Figure 1. Sequential cells grouped by signal name.
Bar = 20 um.
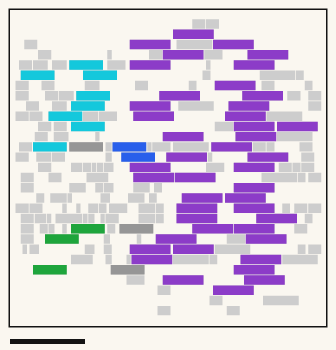
Figure 2. Placed standard cells.
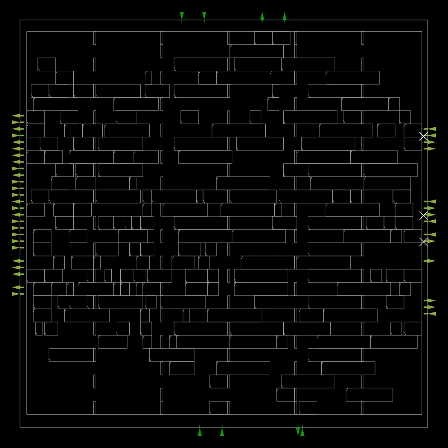
Figure 3. Placement by cell class.
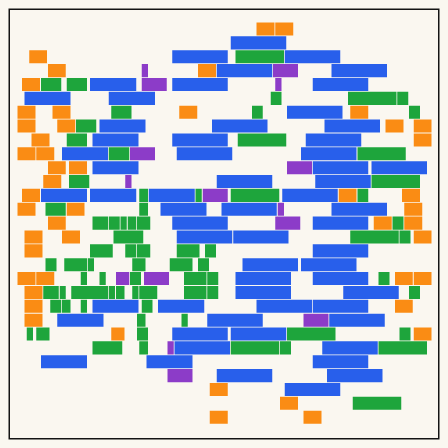
Figure 4. Signal wires on met3.
Bar = 20 um.
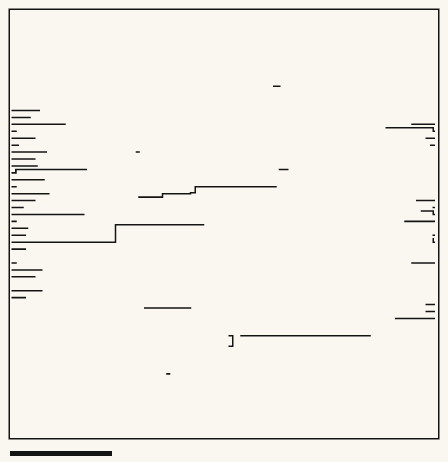
Figure 5. Local utilization.
8 x 8 tiles, from white (low) to dark blue (high), 0 to 100% covered.
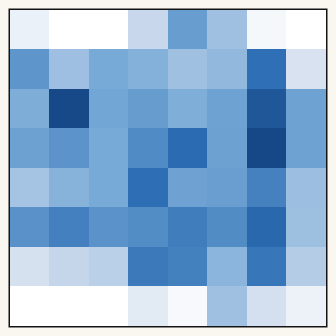
==> config.mk <==
export PLATFORM = sky130hd
export DESIGN_NAME = shift_issue_queue
export DESIGN_NICKNAME = d
export VERILOG_FILES = /design/src/rtl/shift_pkg.sv /design/src/rtl/sync_fifo.sv /design/src/rtl/shift_issue_queue.sv
export SDC_FILE = /design/constraint.sdc
export NUM_CORES = 1
export LEC_CHECK = 0
export CAP_MARGIN = 10
export CORE_UTILIZATION = 38
export CTS_CLUSTER_SIZE = 8
export DETAILED_ROUTE_END_ITERATION = 10
export PLACE_DENSITY = 0.68
export SLEW_MARGIN = 20
export SYNTH_ARGS = -nofsm -noshare
export SYNTH_HDL_FRONTEND = slang
export SYNTH_SLANG_ARGS = --single-unit
export TNS_END_PERCENT = 100
==> constraint.sdc <==
create_clock -name clk -period 3.6 [get_ports clk]
set_input_delay 0.36 -clock clk [delete_from_list [all_inputs] [get_ports clk]]
set_output_delay 0.36 -clock clk [all_outputs]
set_load 0.005 [all_outputs]
==> metrics.yaml <==
logic_synthesis:
  netlist-cell-type-count: 28
  ys_seq_share_pct: 67.42
  syn-cell-area_um2: 2554
  common_cells: "edfxtp_1, dfrtp_1, nor2b_1"
  syn_avg_cell_area_um2: 18.24
  synthCells: 140
  top_cell: "edfxtp_1"
  top_area_cell: "edfxtp_1"
  ys_warn_count: 0
  fp_nets: 171
  top_cell_area_share_pct: 51.74
critical_path:
  ff2ff_setup_slack_ns: 0.98
  path_cells: "mux4_1 > nor2b_1 > clkdlybuf4s50_1"
  cp.arrival_ns: 2.40
  end_kind: "output pin"
  r2r_cells: 11
pwr:
  clkPwrFrac_pct: 21.0
  powerDensity_nw_per_um2: 697.9
  p_leak_nw: 1.156
  intPower_mw: 1.613
  total_power_mw: 2.250
  p_comb_share_pct: 35.9
  netSwitchingFraction_pct: 28.31
grt:
  antenna_found_initial: 0
  grt_pass1_wl_um: 7258
final_layout:
  final_nets: 225
  layout-drive-gt1-share_pct: 12.12
timing:
  fin_crit_ns: 2.756
  setup_violations: 0
  rsz0062_at_grt: "false"
  maxSlewViolCount: 0
  finalHoldViolations: 0
run_status:
  violations: "design-rule violations"
  status: "finished with violations"
clocking:
  hold_buffers: 0
  cts_max_path_buffers: 2
  cts_tree: "built"
  numClockSinks: 60
  insertion_delay_ns: 0.32
routing:
  ant_nets: 0
  drc_errors: 6
job:
  max-cap-violations: 0
place:
  placedCellCount: 260
  numPortBuffers: 47
  place.gp.congestion: 0.7295
die:
  die-width_um: 83.98
  die_y_um: 83.98
Notes on Figure 1 above:
cyan -> out_data  # flops 8
blue -> u_fifo.rd_ptr  # flops 2
green -> u_fifo.count  # flops 3
purple -> u_fifo.mem  # flops 44
Seq area share: 53.40%
fin util: 50.20%
Register Area: 1722 um^2
sequential power: 0.969 mW

Notes on Figure 2 above:
Filler Cell Count: 543
num rows: 29
FFs & Latches: 60

Notes on Figure 3 above:
orange -> other buffers and delay cells  # cells 48, share of their area 15%
purple -> clock drivers and dummy loads  # cells 15, share of their area 4.8%
green -> all other logic  # cells 75, share of their area 25%
blue -> flip-flops  # cells 60, share of their area 55%
core area: 6422 um^2
area of all placed cells without fillers: 3224 um^2

Notes on Figure 4 above:
nets with wire on the layer = 43
main direction = horizontal
wire length on this layer = 275 um
longest straight run = 25.3 um
share of all routed wire = 6.1%
met3 usage: 5.045%
routed wire length: 4513 um

Notes on Figure 5 above:
mean over tiles = 44%
nearly empty tiles = 9.4%
tiles over 75% full = 7.8%
fullest tile = 91%
emptiest ninth of the die = lower left
Core Density at Floorplan: 39.76%

cell type report:
type	instances	area [um^2]	share of cell area, %
multi-input combinational	67	745.7	23.13
clock buffer	12	135.1	4.191
clock inverter	3	15.01	0.4657
inverter	8	32.53	1.009
sequential	60	1722	53.40
timing repair buffer	48	478.0	14.82
tap	77	96.34	2.988
worst reg2reg max path, delay by kind of cell (launching register included):
family / cells / cell delay [ns]
AND/OR/NAND/NOR: 4 / 0.75
XOR/XNOR: 1 / 0.16
buffers and inverters: 3 / 0.31
flip-flops: 1 / 0.50
adder cells (fa/ha/maj): 3 / 0.81
layer usage:
| layer | GRT usage [%] | routed length (um) | vias to the layer above |
|---|---|---|---|
| met3 | 5.045 | 275 | 8 |
| met2 | 23.17 | 2221 | 52 |
| li1 | - | - | 639 |
| met4 | 6.113 | 60 | 0 |
| met1 | 17.44 | 1956 | 632 |
| met5 | 0 | 0 | - |
placed cells by master (no fill, tap or decap), types with 2 or more instances in the layout:
| cell type | count |
|---|---|
| clkdlybuf4s50_1 | 47 |
| nor3_1 | 2 |
| mux4_1 | 11 |
| nor3_4 | 2 |
| inv_1 | 7 |
| ha_1 | 6 |
| clkbuf_8 | 9 |
| clkinv_1 | 2 |
| o21ai_0 | 2 |
| and2_1 | 5 |
| nand2b_1 | 2 |
| clkbuf_1 | 3 |
| mux2_2 | 8 |
| edfxtp_1 | 44 |
| nor2b_1 | 13 |
| dfrtp_1 | 16 |
| a21oi_1 | 3 |
| nor2_1 | 4 |
cells by family after synthesis:
logic type,share of synthesized area [%]
xor+xnor,0.3430
simple gates,8.624
fa+ha+maj,3.724
compound gates,1.274
mux,15.24
flops,67.42
buf+inv,3.381
power by group through the flow:
stage                     combinational (mW)  sequential, mW  clock [mW]
after CTS                              0.826           0.972       0.491
final                                  0.809           0.969       0.472
after detailed placement               0.822           0.981           0
after global placement                 0.807           0.982           0
after global routing                   0.889           0.986       0.525
after floorplan                        0.469           0.930           0
Power figures rest on the tool's default switching activity, not on a simulated workload.
